Wiring heat map:
36 x 36 tiles, from black (low) to pale yellow (high), scaled to the fullest tile. Values are wire area over tile area, all layers added.
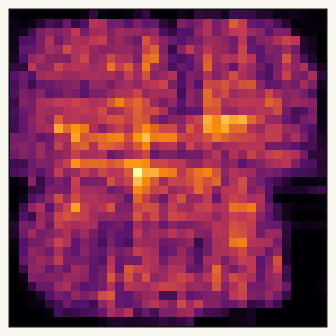
Clock wires, drivers and flops:
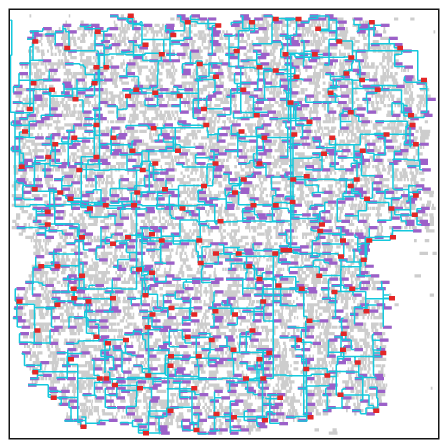
Cell outlines without signal wires:
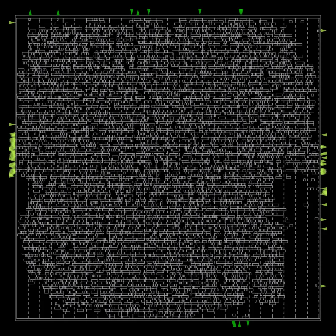
`src/rtl/ap_mon_pkg.sv`:
```
// ap_mon_pkg: shared types, read-select codes, status bit positions and the saturating increment
package ap_mon_pkg;

    typedef enum logic [1:0] {
        ST_IDLE      = 2'd0,
        ST_BUSY      = 2'd1,
        ST_DONE_WAIT = 2'd2
    } state_t;

    localparam int NUM_SEL = 8;
    localparam int SEL_W   = 3;

    localparam logic [SEL_W-1:0] SEL_TXN    = 3'd0;
    localparam logic [SEL_W-1:0] SEL_BUSY   = 3'd1;
    localparam logic [SEL_W-1:0] SEL_LAST   = 3'd2;
    localparam logic [SEL_W-1:0] SEL_MIN    = 3'd3;
    localparam logic [SEL_W-1:0] SEL_MAX    = 3'd4;
    localparam logic [SEL_W-1:0] SEL_READY  = 3'd5;
    localparam logic [SEL_W-1:0] SEL_STALL  = 3'd6;
    localparam logic [SEL_W-1:0] SEL_STATUS = 3'd7;

    localparam int STAT_ERR_BIT  = 2;
    localparam int STAT_WDOG_BIT = 3;

    // Increment v as a w-bit counter that sticks at all-ones instead of wrapping
    function automatic logic [63:0] sat_inc(input logic [63:0] v, input int unsigned w);
        logic [63:0] top;
        top = (w >= 64) ? '1 : (64'd1 << w) - 64'd1;
        return (v >= top) ? v : v + 64'd1;
    endfunction

endpackage

```
`src/rtl/ap_ctrl_perf_monitor_if.sv`:
```
// ap_ctrl_perf_monitor_if: monitored ap_ctrl handshakes, read port and status flags
interface ap_ctrl_perf_monitor_if
    import ap_mon_pkg::*;
#(
    parameter int NUM_CH = 4,
    parameter int CNT_W  = 32
);
    localparam int CH_W = $clog2(NUM_CH) + 1;

    logic              finish;
    logic [NUM_CH-1:0] ap_start;
    logic [NUM_CH-1:0] ap_ready;
    logic [NUM_CH-1:0] ap_done;
    logic [NUM_CH-1:0] ap_continue;
    logic              rd_en;
    logic [CH_W-1:0]   rd_ch;
    logic [SEL_W-1:0]  rd_sel;
    logic              rd_valid;
    logic [CNT_W-1:0]  rd_data;
    logic [NUM_CH-1:0] busy;
    logic [NUM_CH-1:0] err;
    logic [NUM_CH-1:0] wdog_trip;
    logic              frozen;

    modport master (
        output finish, ap_start, ap_ready, ap_done, ap_continue, rd_en, rd_ch, rd_sel,
        input  rd_valid, rd_data, busy, err, wdog_trip, frozen
    );

    modport slave (
        input  finish, ap_start, ap_ready, ap_done, ap_continue, rd_en, rd_ch, rd_sel,
        output rd_valid, rd_data, busy, err, wdog_trip, frozen
    );

endinterface

```
`src/rtl/ap_ch_monitor.sv`:
```
// ap_ch_monitor: one ap_ctrl handshake FSM with its statistics; AP_MON_WATCHDOG_EN adds a stall watchdog
module ap_ch_monitor
    import ap_mon_pkg::*;
#(
    parameter int CNT_W       = 32,
    parameter int WDOG_CYCLES = 1000000
) (
    input  logic                              clock,
    input  logic                              reset,
    input  logic                              hold_i,
    input  logic                              ap_start_i,
    input  logic                              ap_ready_i,
    input  logic                              ap_done_i,
    input  logic                              ap_continue_i,
    output logic                              busy_o,
    output logic                              err_o,
    output logic                              wdog_o,
    output logic [NUM_SEL-1:0][CNT_W-1:0]     stat_o
);

    function automatic logic [CNT_W-1:0] inc(input logic [CNT_W-1:0] v);
        logic [63:0] w;
        w = sat_inc(64'(v), CNT_W);
        return w[CNT_W-1:0];
    endfunction

    state_t           st_q, st_d;
    logic [CNT_W-1:0] lat_q, lat_d, txn_q, txn_d, bcyc_q, bcyc_d, last_q, last_d;
    logic [CNT_W-1:0] min_q, min_d, max_q, max_d, rdy_q, rdy_d, stall_q, stall_d;
    logic [CNT_W-1:0] rec;
    logic             err_q, err_d;

    // Latency of a finishing transaction includes the done cycle itself
    assign rec = inc(lat_q);

    // Next-state and counter updates; the start cycle counts as a busy cycle
    always_comb begin
        st_d    = st_q;
        lat_d   = lat_q;
        txn_d   = txn_q;
        bcyc_d  = bcyc_q;
        last_d  = last_q;
        min_d   = min_q;
        max_d   = max_q;
        stall_d = stall_q;
        err_d   = err_q;
        rdy_d   = ap_ready_i ? inc(rdy_q) : rdy_q;
        case (st_q)
            ST_IDLE: begin
                err_d = err_q | ap_done_i;
                if (ap_start_i) begin
                    st_d   = ST_BUSY;
                    lat_d  = CNT_W'(1);
                    bcyc_d = inc(bcyc_q);
                end
            end
            ST_BUSY: begin
                bcyc_d = inc(bcyc_q);
                lat_d  = rec;
                if (ap_done_i) begin
                    last_d = rec;
                    min_d  = (rec < min_q) ? rec : min_q;
                    max_d  = (rec > max_q) ? rec : max_q;
                    txn_d  = inc(txn_q);
                    lat_d  = CNT_W'(1);
                    st_d   = !ap_continue_i ? ST_DONE_WAIT : ap_start_i ? ST_BUSY : ST_IDLE;
                end
            end
            ST_DONE_WAIT: begin
                stall_d = inc(stall_q);
                if (ap_continue_i) begin
                    st_d   = ap_start_i ? ST_BUSY : ST_IDLE;
                    lat_d  = CNT_W'(1);
                    bcyc_d = ap_start_i ? inc(bcyc_q) : bcyc_q;
                end
            end
            default: st_d = ST_IDLE;
        endcase
    end

    // State and statistics registers; hold freezes everything until reset
    always_ff @(posedge clock) begin
        if (reset) begin
            st_q    <= ST_IDLE;
            lat_q   <= '0;
            txn_q   <= '0;
            bcyc_q  <= '0;
            last_q  <= '0;
            min_q   <= '1;
            max_q   <= '0;
            rdy_q   <= '0;
            stall_q <= '0;
            err_q   <= 1'b0;
        end else if (!hold_i) begin
            st_q    <= st_d;
            lat_q   <= lat_d;
            txn_q   <= txn_d;
            bcyc_q  <= bcyc_d;
            last_q  <= last_d;
            min_q   <= min_d;
            max_q   <= max_d;
            rdy_q   <= rdy_d;
            stall_q <= stall_d;
            err_q   <= err_d;
        end
    end

`ifdef AP_MON_WATCHDOG_EN
    logic [31:0] wd_q, wd_d;
    logic        trip_q;

    assign wd_d = (st_q == ST_BUSY && !ap_ready_i && !ap_done_i) ? 32'(sat_inc(64'(wd_q), 32)) : '0;

    // Count consecutive ready-less BUSY cycles; trip is sticky until reset
    always_ff @(posedge clock) begin
        if (reset) begin
            wd_q   <= '0;
            trip_q <= 1'b0;
        end else if (!hold_i) begin
            wd_q   <= wd_d;
            trip_q <= trip_q | (wd_d == 32'(WDOG_CYCLES));
        end
    end

    assign wdog_o = trip_q;
`else
    assign wdog_o = 1'b0;
`endif

    assign busy_o = (st_q != ST_IDLE);
    assign err_o  = err_q;

    // Statistic word per read-select code
    always_comb begin
        stat_o                            = '0;
        stat_o[SEL_TXN]                   = txn_q;
        stat_o[SEL_BUSY]                  = bcyc_q;
        stat_o[SEL_LAST]                  = last_q;
        stat_o[SEL_MIN]                   = min_q;
        stat_o[SEL_MAX]                   = max_q;
        stat_o[SEL_READY]                 = rdy_q;
        stat_o[SEL_STALL]                 = stall_q;
        stat_o[SEL_STATUS][1:0]           = st_q;
        stat_o[SEL_STATUS][STAT_ERR_BIT]  = err_q;
        stat_o[SEL_STATUS][STAT_WDOG_BIT] = wdog_o;
    end

endmodule

```
`src/rtl/ap_ctrl_perf_monitor.sv`:
```
// ap_ctrl_perf_monitor: per-channel ap_ctrl statistics with freeze and registered read port; AP_MON_WATCHDOG_EN enables watchdogs
module ap_ctrl_perf_monitor
    import ap_mon_pkg::*;
#(
    parameter int NUM_CH      = 4,
    parameter int CNT_W       = 32,
    parameter int WDOG_CYCLES = 1000000
) (
    input  logic                   clock,
    input  logic                   reset,
    ap_ctrl_perf_monitor_if.slave  bus
);

    localparam int CH_W = $clog2(NUM_CH) + 1;

    logic                             frozen_q, rd_valid_q;
    logic [CNT_W-1:0]                 rd_data_q, rd_mux;
    logic [NUM_CH-1:0]                busy_w, err_w, wdog_w;
    logic [NUM_SEL-1:0][CNT_W-1:0]    stat [NUM_CH];

    for (genvar i = 0; i < NUM_CH; i++) begin : g_ch
        ap_ch_monitor #(
            .CNT_W       (CNT_W),
            .WDOG_CYCLES (WDOG_CYCLES)
        ) u_ch (
            .clock         (clock),
            .reset         (reset),
            .hold_i        (frozen_q),
            .ap_start_i    (bus.ap_start[i]),
            .ap_ready_i    (bus.ap_ready[i]),
            .ap_done_i     (bus.ap_done[i]),
            .ap_continue_i (bus.ap_continue[i]),
            .busy_o        (busy_w[i]),
            .err_o         (err_w[i]),
            .wdog_o        (wdog_w[i]),
            .stat_o        (stat[i])
        );
    end

    // Statistic selected by the current read request; unknown channels read as zero
    always_comb begin
        rd_mux = '0;
        for (int c = 0; c < NUM_CH; c++)
            if (bus.rd_ch == CH_W'(c)) rd_mux = stat[c][bus.rd_sel];
    end

    // Freeze flag and registered read port; data holds between reads
    always_ff @(posedge clock) begin
        if (reset) begin
            frozen_q   <= 1'b0;
            rd_valid_q <= 1'b0;
            rd_data_q  <= '0;
        end else begin
            frozen_q   <= frozen_q | bus.finish;
            rd_valid_q <= bus.rd_en;
            if (bus.rd_en) rd_data_q <= rd_mux;
        end
    end

    assign bus.busy      = busy_w;
    assign bus.err       = err_w;
    assign bus.wdog_trip = wdog_w;
    assign bus.frozen    = frozen_q;
    assign bus.rd_valid  = rd_valid_q;
    assign bus.rd_data   = rd_data_q;

endmodule

```
`src/flat_wrapper.sv`:
```
// flat-port wrapper written by rule: the top's interface ports become plain ports
module ap_ctrl_perf_monitor_flat import ap_mon_pkg::*;
#(
    parameter int NUM_CH      = 4,
    parameter int CNT_W       = 32,
    parameter int WDOG_CYCLES = 1000000
)
  (clock, reset, bus_finish, bus_ap_start, bus_ap_ready, bus_ap_done, bus_ap_continue, bus_rd_en, bus_rd_ch, bus_rd_sel, bus_rd_valid, bus_rd_data, bus_busy, bus_err, bus_wdog_trip, bus_frozen);
  ap_ctrl_perf_monitor_if #(.NUM_CH(NUM_CH), .CNT_W(CNT_W)) bus_i ();
  input  logic clock;
  input  logic reset;
  input wire logic [$bits(bus_i.finish)-1:0] bus_finish;
  input wire logic [$bits(bus_i.ap_start)-1:0] bus_ap_start;
  input wire logic [$bits(bus_i.ap_ready)-1:0] bus_ap_ready;
  input wire logic [$bits(bus_i.ap_done)-1:0] bus_ap_done;
  input wire logic [$bits(bus_i.ap_continue)-1:0] bus_ap_continue;
  input wire logic [$bits(bus_i.rd_en)-1:0] bus_rd_en;
  input wire logic [$bits(bus_i.rd_ch)-1:0] bus_rd_ch;
  input wire logic [$bits(bus_i.rd_sel)-1:0] bus_rd_sel;
  output wire logic [$bits(bus_i.rd_valid)-1:0] bus_rd_valid;
  output wire logic [$bits(bus_i.rd_data)-1:0] bus_rd_data;
  output wire logic [$bits(bus_i.busy)-1:0] bus_busy;
  output wire logic [$bits(bus_i.err)-1:0] bus_err;
  output wire logic [$bits(bus_i.wdog_trip)-1:0] bus_wdog_trip;
  output wire logic [$bits(bus_i.frozen)-1:0] bus_frozen;
  assign bus_i.finish = bus_finish;
  assign bus_i.ap_start = bus_ap_start;
  assign bus_i.ap_ready = bus_ap_ready;
  assign bus_i.ap_done = bus_ap_done;
  assign bus_i.ap_continue = bus_ap_continue;
  assign bus_i.rd_en = bus_rd_en;
  assign bus_i.rd_ch = bus_rd_ch;
  assign bus_i.rd_sel = bus_rd_sel;
  assign bus_rd_valid = bus_i.rd_valid;
  assign bus_rd_data = bus_i.rd_data;
  assign bus_busy = bus_i.busy;
  assign bus_err = bus_i.err;
  assign bus_wdog_trip = bus_i.wdog_trip;
  assign bus_frozen = bus_i.frozen;
  ap_ctrl_perf_monitor #(.NUM_CH(NUM_CH), .CNT_W(CNT_W), .WDOG_CYCLES(WDOG_CYCLES)) u_core (.clock(clock), .reset(reset), .bus(bus_i));
endmodule
```
`config.mk`:
```
export PLATFORM = sky130hd
export DESIGN_NAME = ap_ctrl_perf_monitor_flat
export DESIGN_NICKNAME = d
export VERILOG_FILES = /design/src/rtl/ap_mon_pkg.sv /design/src/rtl/ap_ctrl_perf_monitor_if.sv /design/src/rtl/ap_ch_monitor.sv /design/src/rtl/ap_ctrl_perf_monitor.sv /design/src/flat_wrapper.sv
export SDC_FILE = /design/constraint.sdc
export NUM_CORES = 2
export LEC_CHECK = 0
export CORE_UTILIZATION = 47
export CTS_BUF_LIST = sky130_fd_sc_hd__clkbuf_8
export DETAILED_ROUTE_END_ITERATION = 7
export GPL_ROUTABILITY_DRIVEN = 0
export SLEW_MARGIN = 15
export SYNTH_ARGS = -nofsm -noshare
export SYNTH_HDL_FRONTEND = slang
export SYNTH_SLANG_ARGS = --single-unit
```
`constraint.sdc`:
```
create_clock -name clock -period 8.75 [get_ports clock]
set_input_delay 1.3125 -clock clock [delete_from_list [all_inputs] [get_ports clock]]
set_output_delay 1.3125 -clock clock [all_outputs]
set_load 0.1 [all_outputs]
```
==> impl_metrics.yaml <==
# yosys + openroad results
outcome:
  outcome: "finished clean"
cts:
  cts_hold_buffers: 0
  cts_resized: 0
  htreeDepth: 4
  clkTransAtPathRegs_ns: 0.06
  tritoncts: "yes"
  worstSkewPairLatency_ns: 0.96
  clkSinkCount: 1070
  cts_setup_buffers: 0
  numCtsBuffers: 190
  clockRootBuffer: "clkbuf_8"
  clockBufferDepth: 3
global_routing:
  grt_use_met3_pct: 6.07
  grt_busiest_layer: "met1"
  grt-ovfl-total: 0
  grt_pass1_vias: 49500
  antenna_found_initial: 6
  grt_util_met1_pct: 42.8
  met2_usage_pct: 42.8
  grt_max_degree: 196
  grt_pass1_wl_mm: 300
flow_run:
  drv_cap: 0
  warning_count: 35
placement:
  dp_hpwl_mm: 145
  place_ws_ns: 3.06
  dp_cells: 8780
  postPlaceCellArea_um2: 63000
  port_buffers: 67
floorplan:
  num_io_pins: 72
  dieArea_um2: 131000
  tap_cells: 1729
  fp.dieH_um: 363
  die_x_um: 363
  fp_util_pct: 47.6
timing:
  period_used_pct: 66.0
  finalSetupViolCount: 0
  slew_viol_final: 0
  rsz0062_at_grt: "false"
  tns_ns: 0
  timing.hold.ws_ns: 0.459
  fin_ws_ns: 2.97
  fmax_mhz: 173
  hold_viol: 0
  worstMarginPinSlew_ns: 1.24
  relSlewSlack_pct: 16.6
  period_minus_slack_ns: 5.78
  fin_worst_skew_ns: 0.0493
final_layout:
  ff_latch_area_um2: 21400
  fillers: 12200
  seq_share_pct: 31.9
  final_layout_top_logic_cells: "nor2_1, dfxtp_1, nand2_1"
  clock_area_share_pct: 5.97
  comb_area_share_pct: 54.7
  comb_cells: 5454
  final-comb-area_um2: 36700
  flops: 1070
  buffers: 161
  utilization_pct: 52.3
  instances_no_fill: 9127
  inverters_excl_clock: 366
  buf_share_pct: 2.13
  nClkBuffers: 249
  area_growth_pct: 9.73
  drive_gt1_share_pct: 8.30
  largestClassByArea: "logic gates"
  final_common_cell: "nor2_1"
  finalNetCount: 7541
  diodes: 2
  fin_area_um2: 67100
synthesis:
  seq_area_frac_synth_pct: 35.0
  synth_cell_types: 90
  synth_area_um2: 61100
  synthMostInstantiatedCell: "nor2_1"
  synthTopCellsByCount: "nor2_1, dfxtp_1, nand2_1"
  synth_flops: 1070
  synthMuxAreaShare_pct: 11.1
  async_flop_share_pct: 0
  yosys_cells: 7323
  synth_top_flop_cell: "dfxtp_1"
  synth_cells: 7323
  synth.logic.top_family: "simple AND/OR/NAND/NOR gates"
  edf_count: 0
  synth_simple_gate_area_share_pct: 23.8
  top_area_cell: "dfxtp_1"
  avgSynthCellArea_um2: 8.35
  adder_share_pct: 5.57
  yosys-top-cells-area: "dfxtp_1, nor2_1, mux2i_1"
  aoi_share_pct: 11.6
  xor_share_pct: 7.65
  yosys_warnings: 0
  top_area_share_pct: 35.0
  yosys_area_um2: 61100
pwr:
  seq-power_mw: 5.19
  p_per_area_nw_per_um2: 173
  p_comb_share_pct: 12.8
  p_int_mw: 8.18
  maxPowerGroup: "sequential cells"
  powerClk_mw: 4.94
  pwr-share-seq_pct: 44.7
  totalPowerFinal_mw: 11.6
  powerComb_mw: 1.49
  switchingPower_mw: 3.43
  pwr-share-clk_pct: 42.5
  p_leak_nw: 26.3
  swShare_pct: 29.5
  vdd_drop_max_mv: 0.165
routing:
  drtIter0Drc: 5528
  met1_length_mm: 91.5
  drt-vias-per-instance: 5.96
  top_layer: "met5"
  first_pass_iters: 6
  antenna_left: 0
  drc: 0
  wl_met3_mm: 17.0
  met2_length_mm: 83.4
hold_path:
  hp-start: "u_core.g_ch[0].u_ch.last_q[0]"
  hold_path.class: "flop to flop"
  hold_depth: 2
  hold_end: "u_core.g_ch[0].u_ch.last_q[0]"
worst_setup_path:
  max_stage_delay_ns: 1.02
  crit_required_ns: 9.52
  crit_fanout: 32
  r2r-start: "u_core.g_ch[0].u_ch.lat_q[3]"
  slowest_stage: "or4_1"
  crit_chain: "nand4_1 > or3_1 > nor4_4 > nor4_1 > xor2_1 > ha_1 > a21o_1 > a221o_1 > a221oi_1 > o21ai_0 > or4_1 > a21oi_1 > nor3_1"
  end_kind: "flop"
  r2r_slack_ns: 2.97
  path_class: "flop to flop"
  reg2regPathDepth: 13
  path_buffers: 0
  cp_top_family: "simple AND/OR/NAND/NOR gates"
  cp-startpoint: "u_core.g_ch[0].u_ch.lat_q[3]"
  worst-path-stages: 13
  cp-endpoint: "u_core.g_ch[0].u_ch.max_q[15]"
  crit_arrival_ns: 6.54
  timing.rr.end: "u_core.g_ch[0].u_ch.max_q[15]"
  start_kind: "flop"
Notes on 'wiring heat map' above:
19% of the tiles are over half the peak. The mean over all tiles is 0.25. The fullest tile reaches 0.72. 9.3% of the tiles are nearly empty.
total global-route track usage: 29.4%
wirelength, routed: 198 mm
routed via count: 54400
routed length per instance: 21.7 um

Notes on 'clock wires, drivers and flops' above:
clock wires: in cyan, length 16300 um. flip-flops: in purple, count 1070. clock-net drivers: in red, count 190.
There are 191 routed clock nets. Position of the flops: all over the die.

Notes on 'cell outlines without signal wires' above:
core area: 128000 um^2
row cnt: 131

Power and IR drop assume default switching activity.
